==> src/rtl/fu_result_arbiter_pkg.sv <==
// Shared sizes and payload types for FU result collection and CDB broadcast.
package fu_result_arbiter_pkg;

    localparam int unsigned NUM_FU      = 4;
    localparam int unsigned CDB_WIDTH   = 2;
    localparam int unsigned ROB_TAG_W   = 5;
    localparam int unsigned XLEN        = 32;
    localparam int unsigned CDB_FU_ID_W = (NUM_FU > 1) ? $clog2(NUM_FU) : 1;

    typedef struct packed {
        logic [ROB_TAG_W-1:0] tag;
        logic [XLEN-1:0]      value;
        logic                 cond;
    } FU_RESULT_ENTRY;

    typedef struct packed {
        logic                   valid;
        logic [ROB_TAG_W-1:0]   tag;
        logic [XLEN-1:0]        value;
        logic                   cond;
        logic [CDB_FU_ID_W-1:0] fu_id;
    } CDB_PACKET;

endpackage

==> src/rtl/fu_result_fifo.sv <==
// Per-FU circular result FIFO; a push into a full FIFO without a pop is dropped.
module fu_result_fifo
    import fu_result_arbiter_pkg::*;
#(
    parameter int unsigned  DEPTH = 2,
    localparam int unsigned CNT_W = $clog2(DEPTH + 1)
) (
    input  logic             clock,
    input  logic             reset,
    input  logic             squash,
    input  logic             push,
    input  logic             pop,
    input  FU_RESULT_ENTRY   din,
    output FU_RESULT_ENTRY   head,
    output logic [CNT_W-1:0] count,
    output logic             empty,
    output logic             full
);

    localparam int unsigned PTR_W = (DEPTH > 1) ? $clog2(DEPTH) : 1;

    FU_RESULT_ENTRY   mem_q [DEPTH];
    logic [PTR_W-1:0] rd_q;
    logic [PTR_W-1:0] wr_q;
    logic [CNT_W-1:0] count_q;
    logic             do_push;
    logic             do_pop;

    function automatic logic [PTR_W-1:0] ptr_inc(input logic [PTR_W-1:0] p);
        return (p == PTR_W'(DEPTH - 1)) ? '0 : p + PTR_W'(1);
    endfunction

    assign empty   = (count_q == '0);
    assign full    = (count_q == CNT_W'(DEPTH));
    assign do_pop  = pop && !empty;
    // A pop in the same cycle frees the slot, so push into a full FIFO is then legal.
    assign do_push = push && (!full || do_pop);
    assign head    = mem_q[rd_q];
    assign count   = count_q;

    always_ff @(posedge clock) begin
        if (reset || squash) begin
            rd_q    <= '0;
            wr_q    <= '0;
            count_q <= '0;
        end else begin
            if (do_push) begin
                mem_q[wr_q] <= din;
                wr_q        <= ptr_inc(wr_q);
            end
            if (do_pop) begin
                rd_q <= ptr_inc(rd_q);
            end
            if (do_push && !do_pop) begin
                count_q <= count_q + CNT_W'(1);
            end else if (!do_push && do_pop) begin
                count_q <= count_q - CNT_W'(1);
            end
        end
    end

endmodule

==> src/rtl/fu_result_arbiter.sv <==
// Round-robin collection of FU results onto CDB_WIDTH broadcast ports.
// Optional same-cycle FIFO bypass for idle FUs: define FU_ARB_BYPASS_EN.
module fu_result_arbiter #(
    parameter int unsigned  NUM_FU     = fu_result_arbiter_pkg::NUM_FU,
    parameter int unsigned  CDB_WIDTH  = fu_result_arbiter_pkg::CDB_WIDTH,
    parameter int unsigned  FIFO_DEPTH = 2,
    parameter int unsigned  TAG_W      = fu_result_arbiter_pkg::ROB_TAG_W,
    localparam int unsigned FU_ID_W    = (NUM_FU > 1) ? $clog2(NUM_FU) : 1
) (
    input  logic                                                   clock,
    input  logic                                                   reset,
    input  logic                                                   squash,
    input  logic [NUM_FU-1:0]                                      fu_valid,
    input  logic [NUM_FU-1:0][fu_result_arbiter_pkg::XLEN-1:0]     fu_value,
    input  logic [NUM_FU-1:0][TAG_W-1:0]                           fu_tag,
    input  logic [NUM_FU-1:0]                                      fu_cond,
    output logic [NUM_FU-1:0]                                      fu_stall,
    output logic [CDB_WIDTH-1:0]                                   cdb_valid,
    output logic [CDB_WIDTH-1:0][fu_result_arbiter_pkg::XLEN-1:0]  cdb_value,
    output logic [CDB_WIDTH-1:0][TAG_W-1:0]                        cdb_tag,
    output logic [CDB_WIDTH-1:0]                                   cdb_cond,
    output logic [CDB_WIDTH-1:0][FU_ID_W-1:0]                      cdb_fu_id
);

    import fu_result_arbiter_pkg::*;

    localparam int unsigned CNT_W = $clog2(FIFO_DEPTH + 1);
    localparam int unsigned NXT_W = CNT_W + 1;
    localparam int unsigned SUM_W = FU_ID_W + 1;

    FU_RESULT_ENTRY     fu_entry   [NUM_FU];
    FU_RESULT_ENTRY     fifo_head  [NUM_FU];
    logic [CNT_W-1:0]   fifo_count [NUM_FU];
    logic [NUM_FU-1:0]  fifo_empty;
    logic [NUM_FU-1:0]  fifo_full;
    logic [NUM_FU-1:0]  bypass;
    logic [NUM_FU-1:0]  eligible;
    logic [NUM_FU-1:0]  grant;
    logic [NUM_FU-1:0]  push;
    logic [NUM_FU-1:0]  pop;
    logic [FU_ID_W-1:0] rr_q;
    logic [FU_ID_W-1:0] rr_d;
    logic [NUM_FU-1:0]  stall_q;
    logic [NUM_FU-1:0]  stall_d;
    CDB_PACKET          cdb_q [CDB_WIDTH];
    CDB_PACKET          cdb_d [CDB_WIDTH];

    for (genvar i = 0; i < NUM_FU; i++) begin : g_fu
        assign fu_entry[i] = '{tag: ROB_TAG_W'(fu_tag[i]), value: fu_value[i], cond: fu_cond[i]};
`ifdef FU_ARB_BYPASS_EN
        assign bypass[i] = fifo_empty[i] & fu_valid[i];
`else
        assign bypass[i] = 1'b0;
`endif
        assign eligible[i] = ~fifo_empty[i] | bypass[i];
        // A bypassed grant goes straight to the CDB and never occupies the FIFO.
        assign push[i] = fu_valid[i] & ~(grant[i] & bypass[i]);
        assign pop[i]  = grant[i] & ~bypass[i];

        fu_result_fifo #(
            .DEPTH (FIFO_DEPTH)
        ) u_fifo (
            .clock  (clock),
            .reset  (reset),
            .squash (squash),
            .push   (push[i]),
            .pop    (pop[i]),
            .din    (fu_entry[i]),
            .head   (fifo_head[i]),
            .count  (fifo_count[i]),
            .empty  (fifo_empty[i]),
            .full   (fifo_full[i])
        );

        a_no_overflow: assert property (@(posedge clock) disable iff (reset || squash)
            !(push[i] && fifo_full[i] && !pop[i]));
    end

    // Scan from rr_q, granting the first CDB_WIDTH eligible FUs onto ports in order.
    always_comb begin
        int unsigned        n;
        logic [SUM_W-1:0]   sum;
        logic [FU_ID_W-1:0] idx;
        FU_RESULT_ENTRY     src;
        n     = 0;
        sum   = '0;
        idx   = '0;
        src   = '0;
        grant = '0;
        rr_d  = rr_q;
        for (int unsigned p = 0; p < CDB_WIDTH; p++) begin
            cdb_d[p] = '0;
        end
        for (int unsigned k = 0; k < NUM_FU; k++) begin
            sum = {1'b0, rr_q} + SUM_W'(k);
            if (sum >= SUM_W'(NUM_FU)) begin
                sum = sum - SUM_W'(NUM_FU);
            end
            idx = sum[FU_ID_W-1:0];
            if (eligible[idx] && n < CDB_WIDTH) begin
                src        = bypass[idx] ? fu_entry[idx] : fifo_head[idx];
                grant[idx] = 1'b1;
                for (int unsigned p = 0; p < CDB_WIDTH; p++) begin
                    if (n == p) begin
                        cdb_d[p] = '{valid: 1'b1, tag: src.tag, value: src.value,
                                     cond: src.cond, fu_id: CDB_FU_ID_W'(idx)};
                    end
                end
                n    = n + 1;
                rr_d = (idx == FU_ID_W'(NUM_FU - 1)) ? '0 : idx + FU_ID_W'(1);
            end
        end
    end

    // Stall one slot early so a 1-cycle FU's in-flight result still fits.
    always_comb begin
        logic [NXT_W-1:0] nxt;
        nxt     = '0;
        stall_d = '0;
        for (int unsigned i = 0; i < NUM_FU; i++) begin
            nxt        = {1'b0, fifo_count[i]} + NXT_W'(fu_valid[i]) - NXT_W'(grant[i]);
            stall_d[i] = (nxt >= NXT_W'(FIFO_DEPTH - 1));
        end
    end

    always_ff @(posedge clock) begin
        if (reset) begin
            rr_q    <= '0;
            stall_q <= '0;
            for (int unsigned p = 0; p < CDB_WIDTH; p++) begin
                cdb_q[p] <= '0;
            end
        end else if (squash) begin
            stall_q <= '0;
            for (int unsigned p = 0; p < CDB_WIDTH; p++) begin
                cdb_q[p] <= '0;
            end
        end else begin
            rr_q    <= rr_d;
            stall_q <= stall_d;
            cdb_q   <= cdb_d;
        end
    end

    for (genvar p = 0; p < CDB_WIDTH; p++) begin : g_cdb
        assign cdb_valid[p] = cdb_q[p].valid;
        assign cdb_value[p] = cdb_q[p].value;
        assign cdb_tag[p]   = TAG_W'(cdb_q[p].tag);
        assign cdb_cond[p]  = cdb_q[p].cond;
        assign cdb_fu_id[p] = FU_ID_W'(cdb_q[p].fu_id);
    end

    assign fu_stall = stall_q;

endmodule
==> config.mk <==
export PLATFORM = sky130hd
export DESIGN_NAME = fu_result_arbiter
export DESIGN_NICKNAME = d
export VERILOG_FILES = /design/src/rtl/fu_result_arbiter_pkg.sv /design/src/rtl/fu_result_fifo.sv /design/src/rtl/fu_result_arbiter.sv
export SDC_FILE = /design/constraint.sdc
export NUM_CORES = 1
export LEC_CHECK = 0
export ABC_AREA = 1
export CELL_PAD_IN_SITES_DETAIL_PLACEMENT = 1
export CELL_PAD_IN_SITES_GLOBAL_PLACEMENT = 1
export CORE_ASPECT_RATIO = 1.4
export CORE_MARGIN = 3
export CORE_UTILIZATION = 37
export DETAILED_ROUTE_END_ITERATION = 6
export PLACE_DENSITY_LB_ADDON = 0.1
export SLEW_MARGIN = 20
export SYNTH_ARGS = -nofsm -noshare
export SYNTH_HDL_FRONTEND = slang
export SYNTH_HIERARCHICAL = 1
export SYNTH_SLANG_ARGS = --single-unit
==> constraint.sdc <==
create_clock -name clock -period 6.9 [get_ports clock]
set_input_delay 1.38 -clock clock [delete_from_list [all_inputs] [get_ports clock]]
set_output_delay 1.38 -clock clock [all_outputs]
set_load 0.02 [all_outputs]
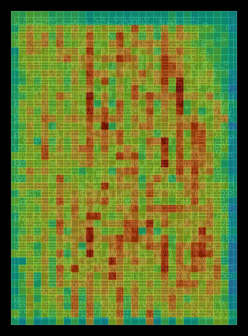
Fig. 1. Congestion heat map.
Core Util, Final: 45.5%
gr busiest metal: met2
met1 usage: 29.7%
GR met2 Demand/Resource: 39.6%

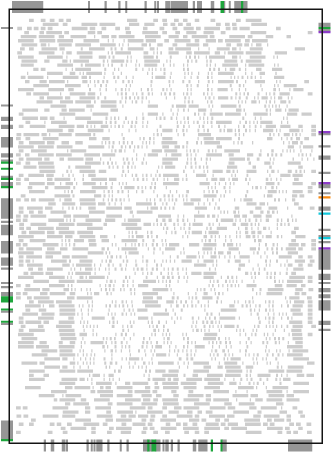
Fig. 2. Ports around the boundary.
Drawn at 1.5 px/um. Pins as bars across the die edge, other pins in gray.
port	color	pins	direction	edge
`fu_tag`	green	20	input	10 west, 6 south, 3 north, 1 east
`cdb_valid`	cyan	2	output	east
`reset`	orange	1	input	east
`fu_valid`	purple	4	input	east
all pins by edge	69 west, 63 south, 63 north, 50 east

==> changes_impl.md <==
## Implementation

- Most frequent logic cell in the layout: nand2_1
- DR iter-0 viols: 993
- Buf/Inv on CP: 9
- Cell Area, Synth: 21100 um2
- Vias in the first global route: 17300
- Num rows: around 100
- Post-CTS Resized: 0
- Port Buffer Count: 244
- Placed instance area: 23900 um2
- Worst Clk Skew: around 0.027 ns
- Worst Setup SP: rr_q[0]$_SDFFE_PP0P_
- MaxCap Viol Count: 0
- Initial antenna violation count: 1
- Clock period minus worst slack: 4.91 ns
- Clk buf depth: 3
- WHS Path Cells: 2
- Flop2flop setup slack: 1.99 ns
- H-tree Lvls: 2
- Area Overhead vs Synth: 20.5%
- Pre-Place Util: a little under two fifths
- Outcome: finished clean
- FF-to-FF path depth: 20
- Synthesized area per cell: 9.18 um2
- # hold bufs at CTS: 0
- Reg2reg end: g_fu[0].u_fifo/mem_q[0][1]$_DFFE_PP_
- CP endpoint: g_fu[0].u_fifo/mem_q[0][1]$_DFFE_PP_
- Post-synthesis instance total: 2296
- CP max stage delay: ~0.65 ns
- Final WL: 69500 um
- Non-Filler Instances: 3233
- OpenROAD warning count: 34
- Worst-path clk slew: about 0.06 ns
- Crit path max fanout: approximately 64
- Top Layout Cells: 689 x nand2_1, 304 x edfxtp_1, 244 x clkdlybuf4s50_1
- Cts bufs inserted: 44
- Final HPWL DP: 47900 um
- Top cell by count, worst path: inv_1
- Post-route cell area: 25400 um2
- Setup TNS: 0 ns
- Min-delay src: g_fu[0].u_fifo/rd_q$_SDFFE_PP0P_
- Post-layout net count: approximately 2700
- Core footprint: 55900 um2
- WS Path Type: register to register
- Final period utilization: roughly 71%
- Crit path DRT: 7.17 ns
- Drc violations: 0
- CTS tree: done
- Die area: 59900 um2
- Hold Slack: roughly 0.5 ns
- CP top delay family: buffers and inverters
- Worst path cell trace: buf_4, nand2_1, nand3_2, nand2_2, inv_2, ha_1, inv_1, nand3_4, inv_4, fa_1, inv_1, nand3_4, o21ai_0, inv_1, nand3_1, nand2_1, inv_1, nand2_1, inv_2, buf_4
- WP data arrival: roughly 5.2 ns
- Total power: approximately 9600 uW
- Worst min path class: register to register
- Number of antenna-violating nets in the routed design: 0
- Die W: 208 um
- Layout cells sized above 1: 11.1%
- Final slew viol count: 0
- Pwr dens: ~380 nW/um2
- Worst-margin pin slew: roughly 1.1 ns
- Total setup buffers inserted after CTS: 0
- Reg2Reg Launch Point: rr_q[0]$_SDFFE_PP0P_
[routing by layer]
metal | share of wire, % | vias to the layer above | global-route usage, %
li1 | - | 8001 | -
met1 | 44 | 8144 | 29.7
met2 | 49 | 348 | 39.6
met3 | 4.3 | 96 | 3.12
met4 | 2.6 | 2 | 6.19
met5 | 0.013 | - | 0
[report_power, final]
part / switching, uW / total (uW) / internal [uW] / leakage (uW)
registers: 157 / 3020 / 2860 / 0.00364
clock network: 997 / 2360 / 1360 / 0.000697
logic: 2850 / 4220 / 1370 / 0.00560
total: 4000 / 9590 / 5590 / 0.00994
[cell type report]
type | count | area, um2
well taps | 728 | 911
inverters | 160 | 611
fillers | 6392 | 30500
clock buffers | 61 | 1260
repair buffers | 266 | 2640
flip-flops and latches | 412 | 11300
multi-input cells | 1585 | 8490
clock inverters | 21 | 181
Power is estimated from default activity; no workload was simulated.
